`config.mk`:
```
export PLATFORM = sky130hd
export DESIGN_NAME = fi_pattern_gen
export DESIGN_NICKNAME = d
export VERILOG_FILES = /design/src/rtl/fi_pattern_gen.sv
export SDC_FILE = /design/constraint.sdc
export NUM_CORES = 1
export LEC_CHECK = 0
export CORE_MARGIN = 2
export CORE_UTILIZATION = 44
export DETAILED_ROUTE_END_ITERATION = 12
export PLACE_DENSITY = 0.77
export SLEW_MARGIN = 20
export SYNTH_ARGS = -nofsm -noshare
export SYNTH_HDL_FRONTEND = slang
export SYNTH_SLANG_ARGS = --single-unit
```
`constraint.sdc`:
```
create_clock -name clk -period 2.7 [get_ports clk]
set_input_delay 0.405 -clock clk [delete_from_list [all_inputs] [get_ports clk]]
set_output_delay 0.405 -clock clk [all_outputs]
set_load 0.05 [all_outputs]
```
`src/rtl/fi_pattern_gen.sv`:
```
// Fault-injection control stream generator: sweeps signal x mask x cycle and emits one record per combination.
// Optional macro FI_PATGEN_DOUBLE_BIT_EN appends adjacent double-bit masks after the single-bit ones.
module fi_pattern_gen #(
  parameter int NUM_SIGNALS = 1,
  parameter int BIT_W       = 64
) (
  input  logic        clk,
  input  logic        rst,
  input  logic        start,
  input  logic [15:0] case_len,
  output logic        rec_valid,
  input  logic        rec_ready,
  output logic [63:0] rec_sel,
  output logic [63:0] rec_mask,
  output logic [15:0] rec_cycle,
  output logic        rec_last,
  output logic        busy,
  output logic        done,
  output logic [31:0] rec_count
);

`ifdef FI_PATGEN_DOUBLE_BIT_EN
  localparam int NUM_MASKS = 2 * BIT_W - 1;
`else
  localparam int NUM_MASKS = BIT_W;
`endif
  localparam int SEL_W = $clog2(NUM_SIGNALS) + 1;
  localparam int MI_W  = $clog2(NUM_MASKS) + 1;
  localparam logic [SEL_W-1:0] SEL_LAST = SEL_W'(NUM_SIGNALS - 1);
  localparam logic [MI_W-1:0]  MI_LAST  = MI_W'(NUM_MASKS - 1);
`ifdef FI_PATGEN_DOUBLE_BIT_EN
  localparam logic [MI_W-1:0]  MI_SINGLE = MI_W'(BIT_W);
`endif

  typedef enum logic [1:0] {IDLE, RUN, FIN} state_t;

  state_t            state, state_next;
  logic [SEL_W-1:0]  sel_cnt;
  logic [MI_W-1:0]   mask_idx;
  logic [15:0]       cyc_cnt;
  logic [15:0]       len_reg;
  logic              start_acc;
  logic              xfer;
  logic              cyc_wrap;
  logic              mask_wrap;
  logic              at_last;
  logic [63:0]       mask_val;

  assign start_acc = start && (state != RUN);
  assign xfer      = (state == RUN) && rec_ready;
  assign cyc_wrap  = (cyc_cnt == len_reg);
  assign mask_wrap = (mask_idx == MI_LAST);
  assign at_last   = (sel_cnt == SEL_LAST) && mask_wrap && cyc_wrap;

  always_ff @(posedge clk or posedge rst) begin
    if (rst) state <= IDLE;
    else     state <= state_next;
  end

  // A start seen in FIN wins over the return to IDLE.
  always_comb begin
    state_next = state;
    case (state)
      IDLE: if (start) state_next = (case_len != 16'd0) ? RUN : FIN;
      RUN:  if (xfer && at_last) state_next = FIN;
      FIN:  if (start) state_next = (case_len != 16'd0) ? RUN : FIN;
            else       state_next = IDLE;
      default: state_next = IDLE;
    endcase
  end

  // Sweep position: cycle innermost, then mask index, then signal.
  always_ff @(posedge clk or posedge rst) begin
    if (rst) begin
      sel_cnt  <= '0;
      mask_idx <= '0;
      cyc_cnt  <= '0;
      len_reg  <= '0;
    end else if (start_acc) begin
      sel_cnt  <= '0;
      mask_idx <= '0;
      cyc_cnt  <= 16'd1;
      len_reg  <= case_len;
    end else if (xfer && !at_last) begin
      if (cyc_wrap) begin
        cyc_cnt <= 16'd1;
        if (mask_wrap) begin
          mask_idx <= '0;
          sel_cnt  <= sel_cnt + 1'b1;
        end else begin
          mask_idx <= mask_idx + 1'b1;
        end
      end else begin
        cyc_cnt <= cyc_cnt + 16'd1;
      end
    end
  end

  always_ff @(posedge clk or posedge rst) begin
    if (rst)                                    rec_count <= '0;
    else if (start_acc)                         rec_count <= '0;
    else if (xfer && rec_count != 32'hFFFF_FFFF) rec_count <= rec_count + 32'd1;
  end

  always_comb begin
    mask_val = '0;
`ifdef FI_PATGEN_DOUBLE_BIT_EN
    if (mask_idx < MI_SINGLE) mask_val = 64'd1 << mask_idx;
    else                      mask_val = 64'd3 << (mask_idx - MI_SINGLE);
`else
    mask_val = 64'd1 << mask_idx;
`endif
  end

  // Record fields read as zero whenever no record is on offer.
  assign rec_valid = (state == RUN);
  assign busy      = (state == RUN);
  assign done      = (state == FIN);
  assign rec_sel   = rec_valid ? 64'(sel_cnt) : 64'd0;
  assign rec_mask  = rec_valid ? mask_val : 64'd0;
  assign rec_cycle = rec_valid ? cyc_cnt : 16'd0;
  assign rec_last  = rec_valid && at_last;

endmodule

```
Run 1, signal wires by layer:
(4 px per um)
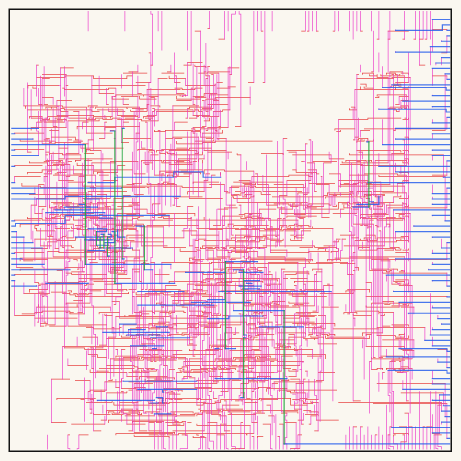
- blue: metal 3 (wire length 1,250 um)
- magenta: metal 2 (wire length 7,220 um)
- red: metal 1 (wire length 5,840 um)
- green: metal 4 (wire length 229 um)
drt wl/cell: 16.3 um
overall routing resource usage: 23.9%
wirelength, routed: 14,500 um
detailed-route via count: 4,740

Run 1, cell area per tile:
(3 px per um) 11 x 11 tiles, from white (low) to dark blue (high), 0 to 100% covered.
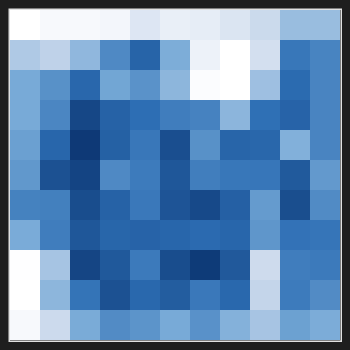
- emptiest ninth of the die: north
- mean over tiles: 58%
- fullest tile: 96%
floorplan utilization: 45.3%
Final Util: 66.0%

==> results.json, run 1 <==
{
  "outcome": "completed",
  "cts_root_buffer": "clkbuf_16",
  "final_cell_mix": "nor2_1 (112), nand2_1 (89), dfrtp_1 (73)",
  "drtPass1Iterations": 6,
  "die_width_um": 110,
  "n_antenna_cell": 0,
  "antenna_found_initial": 0,
  "hold_ws_ps": 412,
  "power_switching_mw": 1.50,
  "ff_type": "dfrtp_1",
  "area_leaders": "dfrtp_1 (37%), buf_4 (10%), nor2_1 (8.6%)",
  "synth_cells": 609,
  "pwr-share-comb_pct": 32.9,
  "clk_pin_slew_ps": 60,
  "gp_congestion": 0.902,
  "clockPowerShare_pct": 30.1,
  "cp_data_arrival_time_ps": 2230,
  "tightest_slew_ps": 704,
  "period_needed_ps": 2630,
  "dieArea_um2": 12100,
  "hold_path.class": "in -> async",
  "p_sw_share_pct": 38.5,
  "critical_path.max_stage_delay_ps": 840,
  "cts_hold_buf": 0,
  "pin_count": 200,
  "final_max_slew_viol_count": 0,
  "port_buffers": 136,
  "ys.warnings.count": 0,
  "yosysSeqAreaShare_pct": 37.3,
  "setup_viol": 0,
  "warning_count": 32,
  "power_frac_seq_pct": 37.0,
  "dp_slack_ps": 306,
  "rsz0062_at_grt": "true",
  "power.leakage_nw": 3.25,
  "relSlewSlack_pct": 52.7,
  "cap_violations": 0,
  "nets": 778
}
Run 1, clock nets:
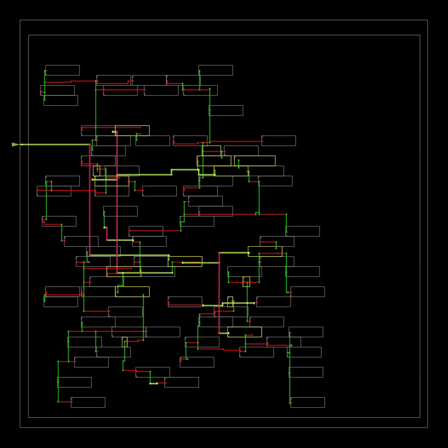
skew final: 3.80 ps
clock buf count: 12

Run 1, met4 routing:
(4 px per um) Supply wires on this layer in grey.
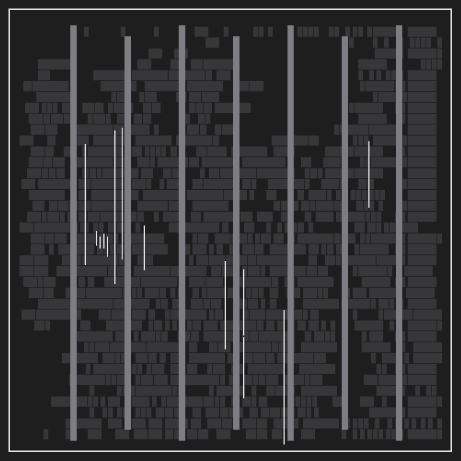
- wire length on this layer: 229 um
- main direction: vertical
- share of all routed wire: 1.6%
- longest straight run: 38.1 um

==> run 1: power by group through the flow <==
stage | registers (mW) | logic, mW | clock network [mW]
2_1_floorplan | 1.49 | 0.920 | 0
3_3_place_gp | 1.44 | 1.23 | 0
3_5_place_dp | 1.45 | 1.26 | 0
4_1_cts | 1.43 | 1.26 | 1.17
5_1_grt | 1.45 | 1.37 | 1.23
6_report | 1.44 | 1.28 | 1.17
==> run 1: timing repair <==
action	4_1_cts	5_1_grt
gates resized	1	5
endpoints found under the setup margin	1	12
hold endpoints to repair	0	0
buffers inserted	0	1
==> run 1: per-stage QoR <==
stage	cell area (um^2)	std cells	utilization, %
2_1_floorplan	5190	671	-
3_3_place_gp	6900	878	63.1
3_5_place_dp	6900	878	63.1
4_1_cts	7190	893	65.7
5_1_grt	7210	894	66.0
6_report	7210	894	66.0
==> run 1: synthesized netlist by cell type, types with 2 or more instances <==
cell type and count:
nor2_1 114, nand2_1 90, dfrtp_1 74, buf_4 68, xor2_1 37, nand3_1 34
nand4_1 17, and2_1 16, clkbuf_1 14, inv_1 13, nor4_1 12, and3_1 10
a21oi_1 9, o21ai_0 9, ha_1 8, nor3_1 8, buf_2 6, or3_1 6
and4_1 5, o31ai_1 5, a32o_1 4, mux2i_1 4, a211o_1 3, nand2b_1 3
o211ai_1 3, xnor2_1 3, a21oi_2 2, a31oi_2 2, nor2b_1 2, o41ai_1 2
or4_1 2
==> run 1: area by class of cell <==
cell class                      instances  area, um^2  share of cell area, %
Clock buffer                           12         246                   3.42
Clock inverter                          3        40.0                  0.555
Inverter                               13        48.8                  0.676
Multi-Input combinational cell        496        2720                   37.8
Sequential cell                        74        1850                   25.7
Tap cell                              140         175                   2.43
Timing Repair Buffer                  156        2130                   29.5
==> run 1: worst paths after layout <==
| path | start | to | cells past startpoint | slack [ps] |
|---|---|---|---|---|
| max | state[0] | rec_cycle[4] | 4 | 70 |
| min | rst | rec_count[27] | 2 | 410 |
| max reg2reg | rec_count[12] | rec_count[7] | 7 | 240 |
| min reg2reg | len_reg[0] | len_reg[0] | 2 | 500 |
| max in group asynchronous | rst | cyc_cnt[12] | 3 | 1520 |
| min in group clk | len_reg[0] | len_reg[0] | 2 | 500 |
==> run 1: logic make-up (layout without fill, tap and decap cells) <==
kind of cell / after synthesis / in the layout / share of synthesized area [%]
adder cells (fa/ha/maj): 8 / 8 / 2.02
XOR/XNOR: 40 / 40 / 7.07
AND/OR/NAND/NOR: 328 / 328 / 31.4
buffers and inverters: 101 / 184 / 12.9
AND-OR/OR-AND: 52 / 52 / 8.13
other: 1 / 63 / 0.0756
multiplexers: 5 / 5 / 1.03
flip-flops: 74 / 74 / 37.3
==> run 1: per-layer routing <==
layer  track usage, %  vias up  share of wire, %
li1                 -     2218                 -
met1             30.8     2266                40
met2             40.7      228                50
met3             5.47       28               8.6
met4             6.43        0               1.6
met5                0        -                 0
==> run 2, diff against run 1 <==
==> constraint.sdc (replaced) <==
create_clock -name clk -period 3 [get_ports clk]
set_input_delay 0.45 -clock clk [delete_from_list [all_inputs] [get_ports clk]]
set_output_delay 0.45 -clock clk [all_outputs]
set_load 0.05 [all_outputs]
Run 2, sequential cells coloured by netlist name:
(4 px per um)
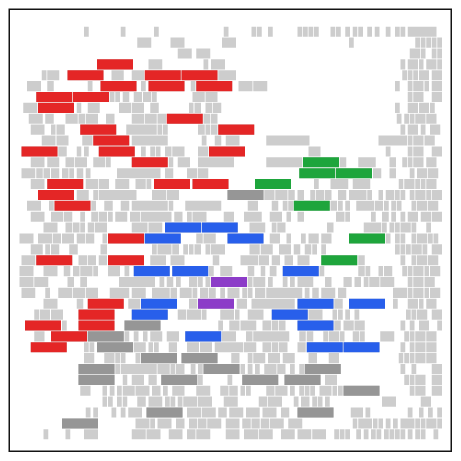
- blue: cyc_cnt (sequential cells 16)
- red: rec_count (sequential cells 32)
- green: mask_idx (sequential cells 7)
- purple: state (sequential cells 2)
- not coloured: 17
Final Util: 59.1%
sequential power: 1.30 mW
register area: 1850 um^2
flop share of the area: 28.7%

Run 2, signal wires by layer:
(4 px per um)
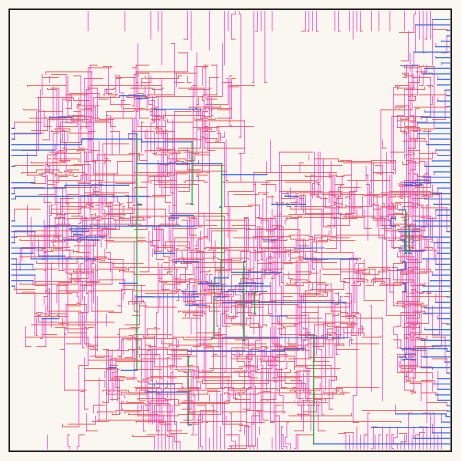
overall routing resource usage: 21.6%
drt wl/cell: 15.3 um
wirelength, routed: 13,600 um
detailed-route via count: 4,651

==> run 2 against run 1 <==
Sequential share of layout area up 3.0 points. Cell area down 10%. Sequential power down about 10%. Critical path depth unchanged. Via count down 1.9%. Critical path type unchanged. Largest cell class unchanged. Highest routed layer unchanged.
==> results.json, run 2 <==
{
  "port_buffers": 136,
  "rsz0062_at_grt": "false",
  "n_antenna_cell": 0,
  "worst-r2r-cell-count": 6,
  "ff_type": "dfrtp_1",
  "finClkSkew_ps": 5.53,
  "cp_data_arrival_time_ps": 2410,
  "cts_root_buffer": "clkbuf_16",
  "rr_endpoint": "cyc_cnt[13]",
  "grt.met1_usage_pct": 26.1,
  "die_width_um": 110,
  "worstHoldEndpoint": "len_reg[1]",
  "hold_start": "len_reg[1]",
  "final_cell_mix": "nor2_1 (113), nand2_1 (90), dfrtp_1 (74), buf_4 (74), clkdlybuf4s50_1 (70)",
  "tightest_slew_ps": 655,
  "crit_path_start": "state[0]",
  "finalNonFillerCells": 886,
  "placed_cells": 871,
  "cap_violations": 0,
  "final_max_slew_viol_count": 0,
  "rrSetupSlack_ps": 550,
  "outcome": "completed",
  "hold_ws_ps": 496,
  "most_common_cell": "nor2_1",
  "dp_slack_ps": 346,
  "setup_viol": 0,
  "gp_congestion": 0.866,
  "r2r-start": "cyc_cnt[6]",
  "met2_usage_pct": 38.8,
  "area_leaders": "dfrtp_1 (37%), buf_4 (10%), nor2_1 (8.6%)",
  "hold_path.class": "reg -> reg",
  "busiest_layer": "met2",
  "gr-usage-met3_pct": 4.23
}
-- run 2: cell counts after synthesis --
No cell type changed its count.
-- run 2: cells by family (layout without fill, tap and decap cells) --
kind of cell,after synthesis,count (layout),synth area share [%]
simple gates,328,328,31.4
buf+inv,101,176,12.9
flops,74,74,37.3
compound gates,52,52,8.13
xor+xnor,40,40,7.07
fa+ha+maj,8,8,2.02
mux,5,5,1.03
other cells,1,63,0.0756
-- run 2: worst max-delay path by stage --
stage                               to  slack (ps)  depth (start not counted)
after floorplan               rec_last         500                          6
after global placement      rec_sel[0]         440                          4
after detailed placement    rec_sel[0]         350                          4
after CTS                 rec_cycle[0]           7                          4
after global routing      rec_mask[45]          60                          5
final                     rec_cycle[2]         140                          4
-- run 2: per-stage QoR --
stage / instance area (um^2) / utilization, %
2_1_floorplan: 5190 / -
3_3_place_gp: 6110 / 55.8
3_5_place_dp: 6110 / 55.8
4_1_cts: 6450 / 59.0
5_1_grt: 6460 / 59.1
6_report: 6460 / 59.1
-- run 2: repair_timing --
item,in CTS,in global routing
setup endpoints to repair,3,13
buffers inserted,0,0
gates resized,2,2
-- run 2: cell type report --
cell class                 count  area (um^2)  share of cell area [%]
inverter                      13         52.6                   0.814
sequential                    74         1850                    28.7
tap                          140          175                    2.71
timing repair buffer         148         1330                    20.5
clock buffer                  10          239                    3.70
multi-input combinational    496         2710                    42.0
clock inverter                 5          103                    1.59
-- run 2: routing by layer --
metal	share of wire (%)	routed length, um	up-vias
met5	0	0	-
met4	1.5	208	0
met3	7.9	1070	25
met2	50	6760	228
met1	41	5560	2208
li1	-	-	2190
-- run 2: worst max-delay path, cell delays in order, from the launching register on --
cell,delay (ps)
dfrtp_1,440
or2b_2,430
clkinvlp_4,230
and2_1,160
clkdlybuf4s50_1,800
-- run 2: report_power, final --
group	internal, mW	total [mW]	switching, mW	leakage, nW
clock	0.829	1.24	0.410	0.165
sequential	1.13	1.30	0.176	0.976
combinational	0.354	1.11	0.751	1.91
total	2.31	3.65	1.34	3.05
Power and IR drop assume default switching activity.
